$ cat src/rtl/fetch_pkg.sv
// Shared types and constants for the instruction fetch queue.
package fetch_pkg;

  typedef struct packed {
    logic [31:0] pc;
    logic [31:0] instr;
  } fetch_entry_t;

  localparam int          FETCH_QUEUE_DEPTH = 4;
  localparam logic [31:0] BUBBLE_INSTR      = 32'h0000_0000;

endpackage

$ cat src/rtl/fetch_queue.sv
// Fetch-to-decode queue: ready/valid FIFO of {pc, instr} entries.
// A flush (branch redirect) drops all buffered entries and any concurrent push.
module fetch_queue
  import fetch_pkg::*;
#(
  parameter int DEPTH = FETCH_QUEUE_DEPTH
) (
  input  logic                     clk,
  input  logic                     rst_n,
  input  logic                     flush,
  input  logic                     in_valid,
  output logic                     in_ready,
  input  logic [31:0]              in_pc,
  input  logic [31:0]              in_instr,
  output logic                     out_valid,
  input  logic                     out_ready,
  output logic [31:0]              out_pc,
  output logic [31:0]              out_instr,
  output logic [$clog2(DEPTH):0]   count
);

  localparam int AW = $clog2(DEPTH);
  localparam int CW = AW + 1;

  localparam logic [CW-1:0] DEPTH_C   = CW'(DEPTH);
  localparam logic [CW-1:0] COUNT_ONE = CW'(1);
  localparam logic [AW-1:0] PTR_ONE   = AW'(1);

  fetch_entry_t      mem_r [DEPTH];
  logic [AW-1:0]     wr_ptr_r;
  logic [AW-1:0]     rd_ptr_r;
  logic [CW-1:0]     count_r;

  logic              push_s;
  logic              pop_s;
  fetch_entry_t      head_s;

  // Handshake decode and head-entry output mux (zero bubble when empty).
  always_comb begin
    in_ready  = 1'b0;
    out_valid = 1'b0;
    push_s    = 1'b0;
    pop_s     = 1'b0;
    out_pc    = 32'h0000_0000;
    out_instr = BUBBLE_INSTR;
    count     = count_r;
    head_s    = mem_r[rd_ptr_r];

    in_ready  = (count_r < DEPTH_C);
    out_valid = (count_r != {CW{1'b0}});
    push_s    = in_valid && in_ready && !flush;
    pop_s     = out_valid && out_ready && !flush;

    if (out_valid) begin
      out_pc    = head_s.pc;
      out_instr = head_s.instr;
    end else begin
      out_pc    = 32'h0000_0000;
      out_instr = BUBBLE_INSTR;
    end
  end

  // Pointer, occupancy and storage update; storage itself is never cleared.
  always_ff @(posedge clk or negedge rst_n) begin
    if (!rst_n) begin
      wr_ptr_r <= {AW{1'b0}};
      rd_ptr_r <= {AW{1'b0}};
      count_r  <= {CW{1'b0}};
    end else if (flush) begin
      wr_ptr_r <= {AW{1'b0}};
      rd_ptr_r <= {AW{1'b0}};
      count_r  <= {CW{1'b0}};
    end else begin
      if (push_s) begin
        mem_r[wr_ptr_r] <= '{pc: in_pc, instr: in_instr};
        wr_ptr_r        <= wr_ptr_r + PTR_ONE;
      end else begin
        wr_ptr_r <= wr_ptr_r;
      end

      if (pop_s) begin
        rd_ptr_r <= rd_ptr_r + PTR_ONE;
      end else begin
        rd_ptr_r <= rd_ptr_r;
      end

      case ({push_s, pop_s})
        2'b10:   count_r <= count_r + COUNT_ONE;
        2'b01:   count_r <= count_r - COUNT_ONE;
        default: count_r <= count_r;
      endcase
    end
  end

endmodule

$ cat config.mk
export PLATFORM = sky130hd
export DESIGN_NAME = fetch_queue
export DESIGN_NICKNAME = d
export VERILOG_FILES = /design/src/rtl/fetch_pkg.sv /design/src/rtl/fetch_queue.sv
export SDC_FILE = /design/constraint.sdc
export NUM_CORES = 1
export LEC_CHECK = 0
export ABC_AREA = 1
export CAP_MARGIN = 15
export CORE_ASPECT_RATIO = 2
export CORE_MARGIN = 8
export CORE_UTILIZATION = 49
export DETAILED_ROUTE_END_ITERATION = 12
export PLACE_DENSITY = 0.75
export SLEW_MARGIN = 20
export SYNTH_ARGS = -nofsm -noshare
export SYNTH_HDL_FRONTEND = slang
export SYNTH_SLANG_ARGS = --single-unit
export TNS_END_PERCENT = 10
$ cat constraint.sdc
create_clock -name clk -period 3.9 [get_ports clk]
set_clock_uncertainty 0.2 [all_clocks]
set_input_delay 0.585 -clock clk [delete_from_list [all_inputs] [get_ports clk]]
set_output_delay 0.585 -clock clk [all_outputs]
set_load 0.02 [all_outputs]
==> flow_metrics.rpt <==
==== FLOW RESULTS ====
----------------------------------------------------
[Run status]
  Result of the run ........................ finished, final reports clean

[Power and ir drop]
  Switching share of power ........................ a little under a quarter
  Net switching component of the power ........................ 1.39 mW
  Power share of the sequential group ........................ 53.4%
  Combinational group share of total power ........................ 11.4%

[Global routing]
  Largest net degree at the start of global routing ........................ around 130
  First-pass GRT wire length ........................ 36,900 um
  Total Routing Usage GR ........................ 17.8%
  Number of global-route vias before repair ........................ between 6,000 and 7,000

[Finish]
  Number of ordinary and repair buffers in the finished layout ........................ 156
  Highest-count cells in the layout ignoring fill and taps ........................ sky130_fd_sc_hd__nor2_1, sky130_fd_sc_hd__edfxtp_1, sky130_fd_sc_hd__clkdlybuf4s50_1
  N_diodes ........................ 0

[Critical path]
  Register-to-Register Setup Slack ........................ around 1.5 ns
  Kind of critical path ........................ reg2out
  Number of cells on the worst reg-to-reg path ........................ 6
  Required time at the worst-slack endpoint ........................ 3.12 ns

[Route]
  Top layer reached by signal wires ........................ met4
  Wire length on met1 ........................ 8690 um
  # DRC ........................ 0
  Count of nets left with antenna violations after detail routing ........................ 0
  Starting DRC count in detailed routing ........................ 452
  First-pass detailed-route iteration total ........................ 4

[Placed design]
  IO buf count ........................ ~140
  Post-DP HPWL ........................ roughly 15,000 um

[CTS]
  CTS tree ........................ done
  Setup fix buffers added after clock tree synthesis ........................ 0
  Cts bufs inserted ........................ 22
  Clock tree sinks ........................ 263

[Synthesis]
  Post-Synth Simple-Gate Area ........................ 10.5%
  Cell Type Count ........................ 20
  Adders+Majority by Area ........................ less than 1%
  Biggest area contributors in the synthesized netlist ........................ sky130_fd_sc_hd__edfxtp_1, sky130_fd_sc_hd__nor2_1, sky130_fd_sc_hd__o21ai_0
  Number of enable-type register cells in the synthesized netlist ........................ between 200 and 300
  Yosys Chip Area ........................ around 10,000 um2
  Yosys cell count ........................ 817
  Yosys xor share ........................ 0.0848%
  Top cell types by occurrence after synthesis ........................ sky130_fd_sc_hd__nor2_1, sky130_fd_sc_hd__edfxtp_1, sky130_fd_sc_hd__o21ai_0
  Total number of yosys warnings ........................ 0

[Final timing]
  Post-route setup TNS ........................ 0 ns
  Worst-case hold slack ........................ 0.159 ns
  Final count of hold timing violations ........................ 0
  Worst slew slack as a fraction of its limit ........................ 54.7%

[Floorplanning]
  # IOs ........................ roughly 140

----------------------------------------------------
m2.png
Scale bar: 20 um.
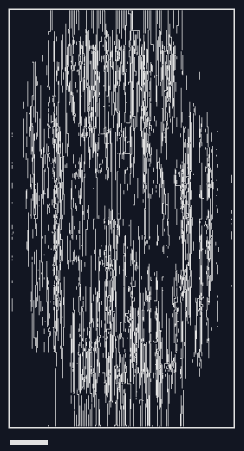
The layer carries 13,300 um of wire. The longest straight run is 71.4 um. 798 nets have wire on it. The layer holds 55% of the routed length. The wires run mostly vertical.
met2 usage: 33.9%
via total after detailed routing: 6,660
aggregate routed wire length: 24,000 um

clock_wires.png
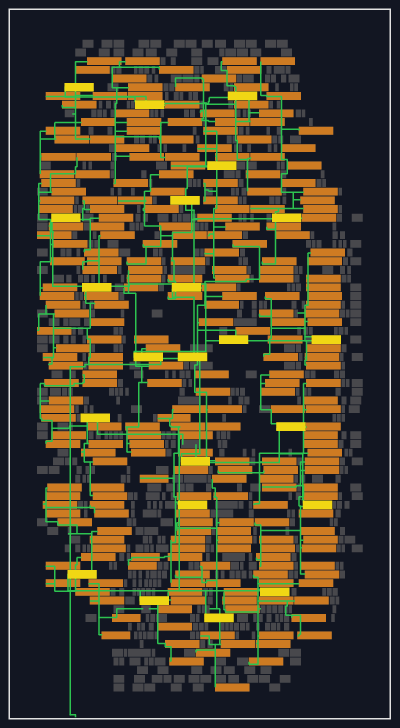
Key: yellow = clock-net drivers [count 22]; orange = flip-flops [count 263]; green = clock wires [length 2,700 um]
There are 23 routed clock nets.
clk ins delay skew pair: 0.50 ns
power dissipated in the clock network: 2.08 mW
proportion of power drawn by the clock network: 35.2%

placed.png
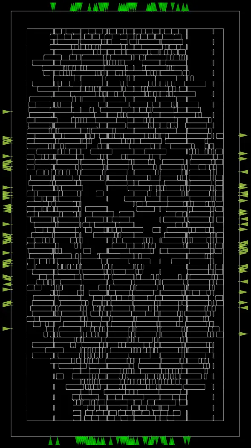
fraction of the core area covered by cells at the end of the flow: 61.2%
Post-Layout Cell Count: 1,233
# Taps: 269
Filler cells: 1,626
sequential fraction of total cell area: 61.7%

floorplan.png
Pins as bars on the die edge. Tap cells in gray.
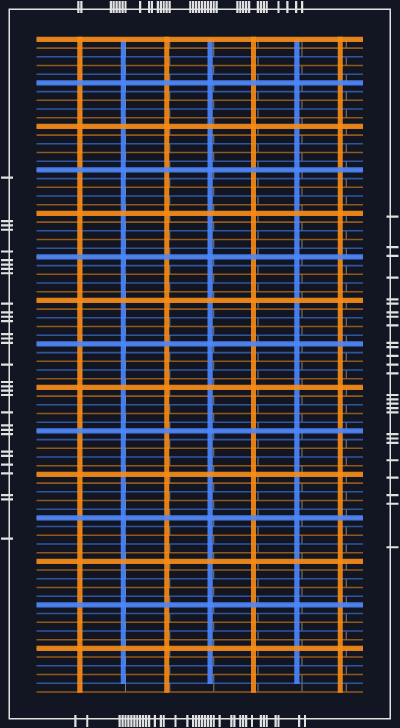
Key: blue = VDD; orange = VSS
76 met1 rails follow the rows. 269 tap cells. 138 signal pins sit on the boundary.
horizontal die dimension: 119 um
largest vdd supply drop: 424 uV

class_map.png
Scale bar: 20 um. Fill, decap, tap and diode cells in gray.
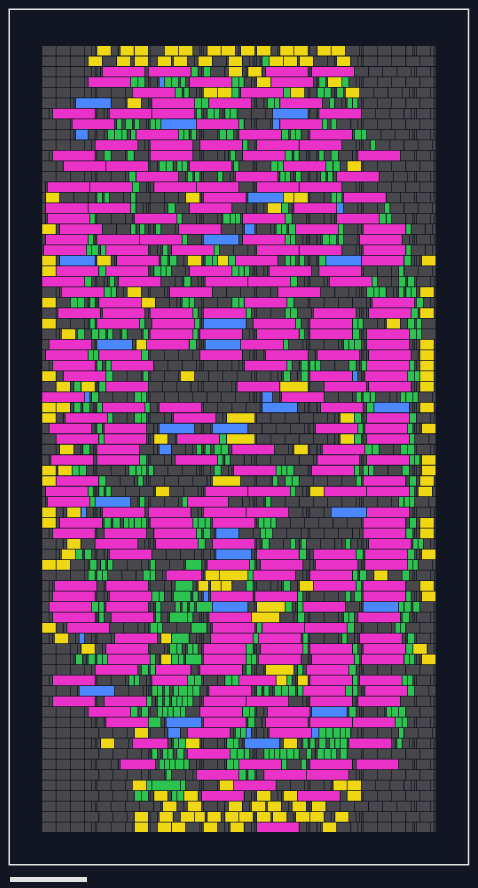
Key: yellow = remaining buffers and delay cells [cells 156]; blue = clock drivers and dummy loads [cells 39]; magenta = registers [cells 263]; green = remaining logic cells [cells 506]

Power is estimated from default activity; no workload was simulated.
